<file path="config.mk">
export PLATFORM = sky130hd
export DESIGN_NAME = adc_serial_ctrl
export DESIGN_NICKNAME = d
export VERILOG_FILES = /design/src/rtl/adc_pkg.sv /design/src/rtl/adc_sclk_phase.sv /design/src/rtl/adc_serial_ctrl.sv
export SDC_FILE = /design/constraint.sdc
export NUM_CORES = 1
export LEC_CHECK = 0
export CORE_ASPECT_RATIO = 1.1
export CORE_MARGIN = 2
export CORE_UTILIZATION = 38
export DETAILED_ROUTE_END_ITERATION = 12
export GPL_ROUTABILITY_DRIVEN = 0
export PLACE_DENSITY = 0.67
export SETUP_SLACK_MARGIN = 0.15
export SLEW_MARGIN = 40
export SYNTH_ARGS = -nofsm -noshare
export SYNTH_HDL_FRONTEND = slang
export SYNTH_SLANG_ARGS = --single-unit
</file>
<file path="constraint.sdc">
create_clock -name clk -period 1.73 [get_ports clk]
set_input_delay 0.2595 -clock clk [delete_from_list [all_inputs] [get_ports clk]]
set_output_delay 0.2595 -clock clk [all_outputs]
set_load 0.02 [all_outputs]
</file>
<file path="src/rtl/adc_pkg.sv">
// Shared constants and FSM encoding for the serial ADC controller.
// Imported by the controller top and its phase-counter sub-module.
package adc_pkg;

    localparam int ADC_DATLEN      = 12;
    localparam int ADC_DATLEN_LOG2 = $clog2(ADC_DATLEN);

    localparam int DEF_LEAD_BITS    = 4;
    localparam int DEF_CLK_DIV      = 2;
    localparam int DEF_QUIET_CYCLES = 8;

    typedef logic [2:0] adc_state_t;

    localparam adc_state_t ST_IDLE    = 3'd0;
    localparam adc_state_t ST_CS_LEAD = 3'd1;
    localparam adc_state_t ST_SCLK_LO = 3'd2;
    localparam adc_state_t ST_SCLK_HI = 3'd3;
    localparam adc_state_t ST_QUIET   = 3'd4;

endpackage

</file>
<file path="src/rtl/adc_sclk_phase.sv">
// Phase timer: counts cycles spent in the current FSM phase and
// strobes phase_done on the last cycle so the FSM can move on.
module adc_sclk_phase
    import adc_pkg::*;
#(
    parameter int W = 4
) (
    input  logic         clk,
    input  logic         rst_n,
    input  logic         run,
    input  logic [W-1:0] len,
    output logic         phase_done
);

    logic [W-1:0] cnt;
    logic [W-1:0] last;

    assign last       = len - W'(1);
    assign phase_done = run && (cnt == last);

    // Restart on every phase boundary; hold at zero while stopped.
    always_ff @(posedge clk or negedge rst_n) begin
        if (!rst_n) begin
            cnt <= '0;
        end else if (!run || phase_done) begin
            cnt <= '0;
        end else begin
            cnt <= cnt + W'(1);
        end
    end

endmodule

</file>
<file path="src/rtl/adc_serial_ctrl.sv">
// Master controller for a 12-bit serial ADC: frames cs_n/sclk,
// shifts in one conversion and offers it on a valid/ready port.
module adc_serial_ctrl
    import adc_pkg::*;
#(
    parameter int LEAD_BITS    = DEF_LEAD_BITS,
    parameter int CLK_DIV      = DEF_CLK_DIV,
    parameter int QUIET_CYCLES = DEF_QUIET_CYCLES
) (
    input  logic                  clk,
    input  logic                  rst_n,
    input  logic                  en,
    output logic                  adc_cs_n,
    output logic                  adc_sclk,
    input  logic                  adc_sdata,
    output logic [ADC_DATLEN-1:0] sample,
    output logic                  sample_valid,
    input  logic                  sample_ready,
    output logic                  overrun
);

    localparam int N    = LEAD_BITS + ADC_DATLEN;
    localparam int MAXP = (CLK_DIV > QUIET_CYCLES) ? CLK_DIV : QUIET_CYCLES;
    localparam int PW   = $clog2(MAXP + 1);
    localparam int BW   = $clog2(N + 1);

    localparam logic [PW-1:0] D_LEN    = PW'(CLK_DIV);
    localparam logic [PW-1:0] Q_LEN    = PW'(QUIET_CYCLES);
    localparam logic [BW-1:0] LAST_BIT = BW'(N - 1);

    adc_state_t            state;
    logic [BW-1:0]         bit_cnt;
    logic [ADC_DATLEN-1:0] shreg;
    logic [PW-1:0]         phase_len;
    logic                  phase_run;
    logic                  phase_done;
    logic                  frame_done;
    logic                  load;

    assign phase_len  = (state == ST_QUIET) ? Q_LEN : D_LEN;
    assign phase_run  = (state != ST_IDLE);
    assign frame_done = (state == ST_SCLK_HI) && phase_done
                        && (bit_cnt == LAST_BIT);
    assign load       = frame_done && (!sample_valid || sample_ready);

    adc_sclk_phase #(
        .W(PW)
    ) u_phase (
        .clk       (clk),
        .rst_n     (rst_n),
        .run       (phase_run),
        .len       (phase_len),
        .phase_done(phase_done)
    );

    // Frame sequencer; cs_n and sclk change on the transition edges.
    always_ff @(posedge clk or negedge rst_n) begin
        if (!rst_n) begin
            state    <= ST_IDLE;
            adc_cs_n <= 1'b1;
            adc_sclk <= 1'b1;
            bit_cnt  <= '0;
        end else begin
            case (state)
                ST_IDLE: begin
                    if (en) begin
                        state    <= ST_CS_LEAD;
                        adc_cs_n <= 1'b0;
                    end
                end
                ST_CS_LEAD: begin
                    if (phase_done) begin
                        state    <= ST_SCLK_LO;
                        adc_sclk <= 1'b0;
                    end
                end
                ST_SCLK_LO: begin
                    if (phase_done) begin
                        state    <= ST_SCLK_HI;
                        adc_sclk <= 1'b1;
                    end
                end
                ST_SCLK_HI: begin
                    if (phase_done) begin
                        if (bit_cnt < LAST_BIT) begin
                            bit_cnt  <= bit_cnt + BW'(1);
                            state    <= ST_SCLK_LO;
                            adc_sclk <= 1'b0;
                        end else begin
                            bit_cnt  <= '0;
                            state    <= ST_QUIET;
                            adc_cs_n <= 1'b1;
                        end
                    end
                end
                ST_QUIET: begin
                    if (phase_done) begin
                        if (en) begin
                            state    <= ST_CS_LEAD;
                            adc_cs_n <= 1'b0;
                        end else begin
                            state <= ST_IDLE;
                        end
                    end
                end
                default: begin
                    state    <= ST_IDLE;
                    adc_cs_n <= 1'b1;
                    adc_sclk <= 1'b1;
                    bit_cnt  <= '0;
                end
            endcase
        end
    end

    // Capture one data bit on each sclk rising edge; lead bits fall off the top.
    always_ff @(posedge clk or negedge rst_n) begin
        if (!rst_n) begin
            shreg <= '0;
        end else if ((state == ST_SCLK_LO) && phase_done) begin
            shreg <= {shreg[ADC_DATLEN-2:0], adc_sdata};
        end
    end

    // Output handshake: a frame load beats a same-cycle consume.
    always_ff @(posedge clk or negedge rst_n) begin
        if (!rst_n) begin
            sample       <= '0;
            sample_valid <= 1'b0;
            overrun      <= 1'b0;
        end else begin
            overrun <= frame_done && !load;
            if (load) begin
                sample       <= shreg;
                sample_valid <= 1'b1;
            end else if (sample_valid && sample_ready) begin
                sample_valid <= 1'b0;
            end
        end
    end

endmodule

</file>
**Clock wiring as the flow saved it**

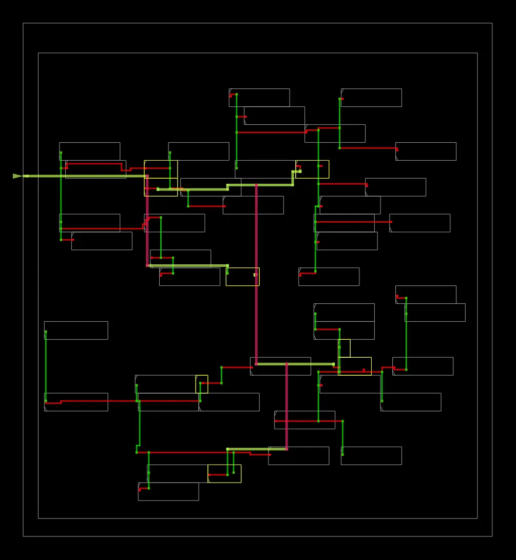
CLK BUF: 6
number of CTS-inserted buffers: 5
Clk. pwr: 627 uW
clk latency late pin: 0.29 ns

**Signal wires by layer**

Only two layers are drawn.
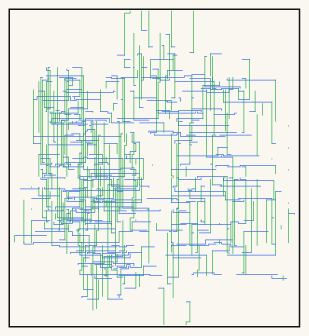
Key: met2 = green [wire length 1890 microns]; met1 = blue [wire length 1490 microns]

==> ci_impl_report.md <==
## PnR job results

| Metric | Value |
|---|---|
| Status | `finished, violations left` |
| Failing checks | `setup timing` |
| Most common logic cells in the final layout | `38 x dfrtp_1, 22 x mux2_4, 17 x clkdlybuf4s50_1, 15 x buf_4, 6 x clkbuf_8` |
| WP depth | `7` |
| Register area share after synthesis | `between 50% and 60%` |
| Placement Cell Area | `2250 sq um` |
| Synthesis area per yosys | `1890 sq um` |
| GR Util met3 | `3.90%` |
| # placed instances | `222` |
| Vert. Die Dim | `78.0 microns` |
| Max clock buf depth | `2` |
| Mean Syn Cell Area | `between 10 and 15 sq um` |
| CTS tree | `yes` |
| Pins Over Slew Limit | `0` |
| Ys async rst share | `100%` |
| Yosys reg bits | `about 40` |
| Final setup margin | `-0.0413 ns` |
| WS Path Type | `reg -> reg` |
| Gr busiest metal | `met2` |
| Largest regs | `sample (12), shreg (12), bit_cnt (5)` |
| RSZ-0062 raised after global routing | `true` |
| Clock transition at path regs | `0.07 ns` |
| Ports | `21` |
| Final setup fails | `12` |
| R2R depth | `7` |
| CP arrival | `1.94 ns` |
**A small window of the routed layout**

Region (0, 38) to (40, 78) microns. Cells in grey, sequential cells in the stronger grey; small squares are vias.
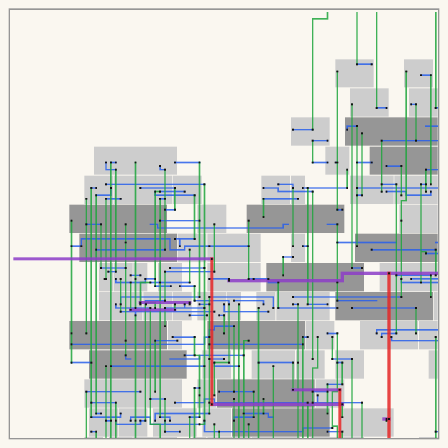
Key: met1 = blue; met4 = red; met3 = purple; met2 = green
Most frequent: dfrtp_1 (13), buf_4 (10), clkdlybuf4s50_1 (4). Sequential cells in the window: 13. Netlist names of flops here include `bit_cnt` (5), `sample` (2), `shreg` (2). 59 logic cells have their middle in the window.

**I/O nets highlighted**

Scale bar: 20 microns.
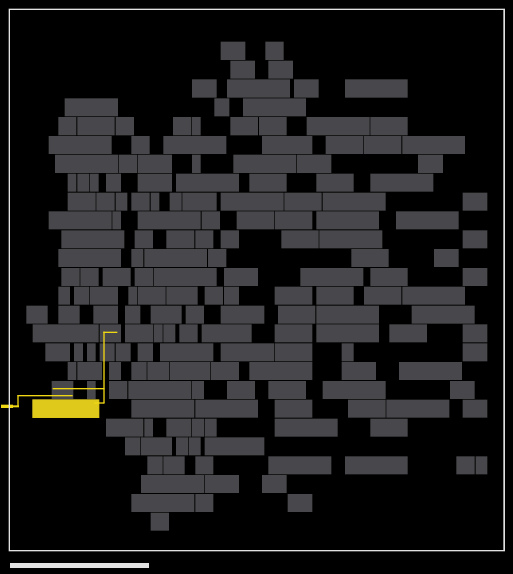
Key: `adc_sclk` = yellow [bits 1, direction output, end cells 1, buffers 1, wire 30.8 microns]

logic make-up (layout without fill, tap and decap cells):
group                    count (synthesis)  count (layout)  share of synthesized area (%)
flip-flops                              40              40                           53.1
AND/OR/NAND/NOR                         34              34                           12.5
multiplexers                            25              25                           18.8
AND-OR/OR-AND                           24              24                           9.33
buffers and inverters                   11              54                           3.84
adder cells (fa/ha/maj)                  3               3                           1.99
XOR/XNOR                                 1               1                          0.463
cell type report:
cell class / count / area [sq um]
fillers: 388 / 2230
clock buffers: 6 / 82.6
well taps: 56 / 70.1
clock inverters: 2 / 10.0
flip-flops and latches: 40 / 1000
multi-input cells: 87 / 921
repair buffers: 41 / 382
inverters: 5 / 18.8
power by group:
part | switching (uW) | internal [uW] | leakage (uW) | total, uW
sequential | 12.1 | 949 | 0.000495 | 961
clock | 309 | 318 | 0.0000510 | 627
combinational | 21.9 | 27.6 | 0.000643 | 49.5
total | 343 | 1290 | 0.00119 | 1640
synthesized netlist by cell type (2+ instances only):
library cell / count / area [sq um]
mux2_4: 20 / 300
o31ai_1: 3 / 22.5
and2_1: 2 / 12.5
inv_1: 5 / 18.8
nor2_1: 6 / 22.5
dfrtp_1: 38 / 951
clkbuf_1: 3 / 11.3
dfstp_2: 2 / 52.6
nand3_1: 4 / 20.0
ha_1: 3 / 37.5
nand2b_1: 2 / 12.5
buf_6: 2 / 22.5
o21ai_0: 4 / 20.0
and3_1: 2 / 12.5
nand2_1: 5 / 18.8
a21oi_1: 5 / 25.0
a21o_1: 3 / 22.5
mux2_2: 4 / 45.0
timing repair:
action / 4_1_cts / 5_1_grt
pin swaps: 1 / 7
setup endpoints to repair: 30 / 34
buffers inserted: 4 / 3
gates resized: 5 / 21
Power figures rest on the tool's default switching activity, not on a simulated workload.
